**config.mk**
```make
export PLATFORM = sky130hd
export DESIGN_NAME = mips_control_unit
export DESIGN_NICKNAME = d
export VERILOG_FILES = /design/src/rtl/mips_ctrl_pkg.sv /design/src/rtl/mips_ctrl_decode.sv /design/src/rtl/mips_control_unit.sv
export SDC_FILE = /design/constraint.sdc
export NUM_CORES = 1
export LEC_CHECK = 0
export CAP_MARGIN = 20
export CORE_AREA = 8 8 45 47
export DETAILED_ROUTE_END_ITERATION = 6
export DIE_AREA = 0 0 53 55
export PLACE_DENSITY = 0.89
export SYNTH_ARGS = -nofsm -noshare
export SYNTH_HDL_FRONTEND = slang
export SYNTH_SLANG_ARGS = --single-unit
```
**constraint.sdc**
```tcl
create_clock -name clk -period 1.6 [get_ports clk]
set_input_delay 0.32 -clock clk [delete_from_list [all_inputs] [get_ports clk]]
set_output_delay 0.32 -clock clk [all_outputs]
set_load 0.1 [all_outputs]
```
**src/rtl/mips_ctrl_pkg.sv**
```systemverilog
// mips_ctrl_pkg: opcode, ALU-op and writeback encodings plus the control word shared by the control unit
package mips_ctrl_pkg;
   localparam logic [5:0] OP_RTYPE = 6'b000000;
   localparam logic [5:0] OP_ADDI  = 6'b001000;
   localparam logic [5:0] OP_ADDIU = 6'b001001;
   localparam logic [5:0] OP_ANDI  = 6'b001100;
   localparam logic [5:0] OP_ORI   = 6'b001101;
   localparam logic [5:0] OP_SLTI  = 6'b001010;
   localparam logic [5:0] OP_SLTIU = 6'b001011;
   localparam logic [5:0] OP_LUI   = 6'b001111;
   localparam logic [5:0] OP_LW    = 6'b100011;
   localparam logic [5:0] OP_LBU   = 6'b100100;
   localparam logic [5:0] OP_LHU   = 6'b100101;
   localparam logic [5:0] OP_SB    = 6'b101000;
   localparam logic [5:0] OP_SH    = 6'b101001;
   localparam logic [5:0] OP_SW    = 6'b101011;
   localparam logic [5:0] OP_BEQ   = 6'b000100;
   localparam logic [5:0] OP_J     = 6'b000010;
   localparam logic [3:0] ALU_ADD   = 4'b0000;
   localparam logic [3:0] ALU_SUB   = 4'b0001;
   localparam logic [3:0] ALU_AND   = 4'b0010;
   localparam logic [3:0] ALU_OR    = 4'b0011;
   localparam logic [3:0] ALU_SLT   = 4'b0100;
   localparam logic [3:0] ALU_SLTU  = 4'b0101;
   localparam logic [3:0] ALU_RTYPE = 4'b1111;
   localparam logic [1:0] WB_ALU = 2'b00;
   localparam logic [1:0] WB_MEM = 2'b01;
   localparam logic [1:0] WB_LUI = 2'b10;
   typedef struct packed {
      logic       reg_dst;
      logic       alu_src;
      logic [1:0] mem_to_reg;
      logic       reg_write;
      logic       mem_read;
      logic       mem_write;
      logic       branch;
      logic       jump;
      logic [3:0] alu_op;
   } ctrl_t;
   localparam ctrl_t CTRL_NOP = '0;
endpackage

```
**src/rtl/mips_ctrl_decode.sv**
```systemverilog
// mips_ctrl_decode: combinational opcode to control word; unknown or X opcodes fall to a NOP word
module mips_ctrl_decode
   import mips_ctrl_pkg::*;
(
   input  logic [5:0] i_opcode,
   output ctrl_t      o_ctrl
);
   always_comb begin
      o_ctrl = CTRL_NOP;
      case (i_opcode)
         OP_RTYPE:                o_ctrl = '{1'b1, 1'b0, WB_ALU, 1'b1, 1'b0, 1'b0, 1'b0, 1'b0, ALU_RTYPE};
         OP_ADDI, OP_ADDIU:       o_ctrl = '{1'b0, 1'b1, WB_ALU, 1'b1, 1'b0, 1'b0, 1'b0, 1'b0, ALU_ADD};
         OP_ANDI:                 o_ctrl = '{1'b0, 1'b1, WB_ALU, 1'b1, 1'b0, 1'b0, 1'b0, 1'b0, ALU_AND};
         OP_ORI:                  o_ctrl = '{1'b0, 1'b1, WB_ALU, 1'b1, 1'b0, 1'b0, 1'b0, 1'b0, ALU_OR};
         OP_SLTI:                 o_ctrl = '{1'b0, 1'b1, WB_ALU, 1'b1, 1'b0, 1'b0, 1'b0, 1'b0, ALU_SLT};
         OP_SLTIU:                o_ctrl = '{1'b0, 1'b1, WB_ALU, 1'b1, 1'b0, 1'b0, 1'b0, 1'b0, ALU_SLTU};
         OP_LUI:                  o_ctrl = '{1'b0, 1'b1, WB_LUI, 1'b1, 1'b0, 1'b0, 1'b0, 1'b0, ALU_ADD};
         OP_LW, OP_LBU, OP_LHU:   o_ctrl = '{1'b0, 1'b1, WB_MEM, 1'b1, 1'b1, 1'b0, 1'b0, 1'b0, ALU_ADD};
         OP_SB, OP_SH, OP_SW:     o_ctrl = '{1'b0, 1'b1, WB_ALU, 1'b0, 1'b0, 1'b1, 1'b0, 1'b0, ALU_ADD};
         OP_BEQ:                  o_ctrl = '{1'b0, 1'b0, WB_ALU, 1'b0, 1'b0, 1'b0, 1'b1, 1'b0, ALU_SUB};
         OP_J:                    o_ctrl = '{1'b0, 1'b0, WB_ALU, 1'b0, 1'b0, 1'b0, 1'b0, 1'b1, ALU_ADD};
         default:                 o_ctrl = CTRL_NOP;
      endcase
   end
endmodule

```
**src/rtl/mips_control_unit.sv**
```systemverilog
// mips_control_unit: main MIPS control decoder with one registered stage, cleared to NOP by async reset
module mips_control_unit
   import mips_ctrl_pkg::*;
(
   input  logic       clk,
   input  logic       rst_n,
   input  logic [5:0] InstrOpCode,
   output logic       RegDst,
   output logic       Jump,
   output logic       Branch,
   output logic       MemRead,
   output logic [1:0] MemtoReg,
   output logic [3:0] ALUOpSignal,
   output logic       MemWrite,
   output logic       ALUSrc,
   output logic       RegWrite
);
   ctrl_t w_ctrl;
   ctrl_t r_ctrl;
   mips_ctrl_decode u_decode (
      .i_opcode (InstrOpCode),
      .o_ctrl   (w_ctrl)
   );
   always_ff @(posedge clk or negedge rst_n) begin
      if (!rst_n) r_ctrl <= CTRL_NOP;
      else        r_ctrl <= w_ctrl;
   end
   assign RegDst      = r_ctrl.reg_dst;
   assign ALUSrc      = r_ctrl.alu_src;
   assign MemtoReg    = r_ctrl.mem_to_reg;
   assign RegWrite    = r_ctrl.reg_write;
   assign MemRead     = r_ctrl.mem_read;
   assign MemWrite    = r_ctrl.mem_write;
   assign Branch      = r_ctrl.branch;
   assign Jump        = r_ctrl.jump;
   assign ALUOpSignal = r_ctrl.alu_op;
endmodule

```
==> flow_summary.json <==
{
  "final-clk-cell-share_pct": 2.78,
  "via_per_inst": 5.38,
  "wl_um": 1200,
  "slowest_stage": "clkdlybuf4s50_1",
  "grt_pass1_vias": 475,
  "grt_overflow_total": 0,
  "hold_viol": 0,
  "m1WireLength_um": 486,
  "most_common_cell": "dfrtp_1",
  "top_layer": "met4",
  "drc": 0,
  "pg_comb_w": 0.000190,
  "fin_util_pct": 68.3,
  "die_height_um": 55,
  "status": "complete, no violations",
  "layout.cells.most_common": "buf_12",
  "first_iter_violations": 6,
  "wl_per_cell_um": 12.6,
  "use_met1_pct": 8.59,
  "ctsResizeCount": 0,
  "min_path_type": "primary input to async pin",
  "ys_async_sr_fraction_pct": 100,
  "p_seq_w": 0.000293,
  "critPathCaptureType": "flop",
  "final-comb-area_um2": 226,
  "comb_share_pct": 24.0,
  "postLayoutCellArea_um2": 945,
  "whs_ps": 373,
  "area_share_nonclk_buffers_pct": 41.3,
  "crit_fanout": 3,
  "relSlewSlack_pct": 69.4,
  "cts_hold_buffers": 0,
  "diodes": 0,
  "dominant_cells": "buffers",
  "fp.dieW_um": 53,
  "regArea_um2": 278,
  "clk-power_w": 0.000180,
  "yosys_warnings": 0,
  "warnings": 26,
  "cp-start-kind": "primary input",
  "fillers": 101,
  "final.setup.tns_ps": 0,
  "io_pins": 21,
  "n_tap_cell": 16,
  "largestPowerGroup": "registers",
  "p_switching_w": 0.000203,
  "yosys.area_share.adder_pct": 1.75,
  "synthTopLogicFamily": "simple AND/OR/NAND/NOR gates",
  "fp.coreArea_um2": 1380,
  "largest_reg_flops": 4,
  "final_nets": 88,
  "critPathMaxStageDelay_ps": 440,
  "rows": 14,
  "chipArea_um2": 2920,
  "finalSetupViolCount": 0,
  "logic_gates": 35,
  "top_cells_by_count": "11 x dfrtp_1, 4 x buf_4, 4 x nand2_1, 4 x nor3_1",
  "crit_chain": "clkdlybuf4s50_1 > or3_1 > a2111oi_2",
  "p_per_area_nw_per_um2": 701,
  "slew_viol_final": 0,
  "synth_top_area_share_pct": 48.0,
  "syn-instance-count": 54,
  "vdd_drop_max_mv": 0.459,
  "initial_utilization_pct": 41.4,
  "busiest_layer": "met2",
  "drive_above_1_share_pct": 34.2,
  "ys_ff": 11
}
met1.png
The bar under the picture is 20 µm long.
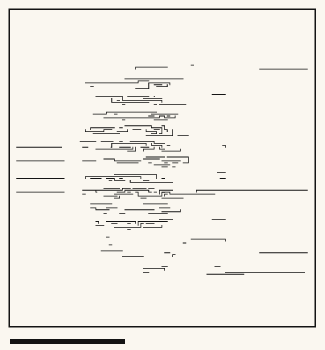
longest straight run: 19.3 µm
wire length on this layer: 486 µm
nets with wire on the layer: 70
main direction: horizontal

met2.png
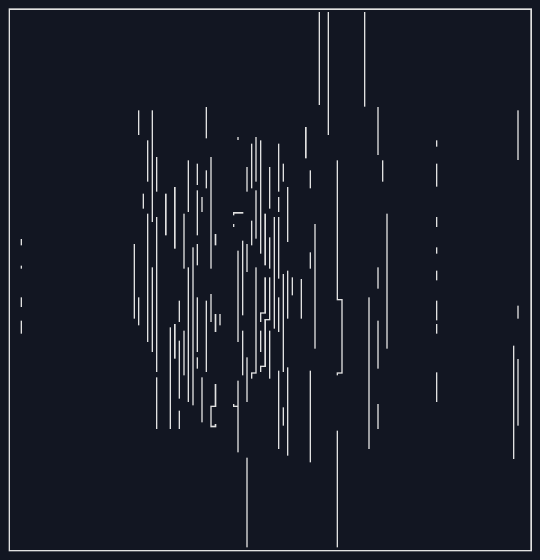
longest straight run: 16.0 µm
wire length on this layer: 579 µm
nets with wire on the layer: 77
main direction: vertical

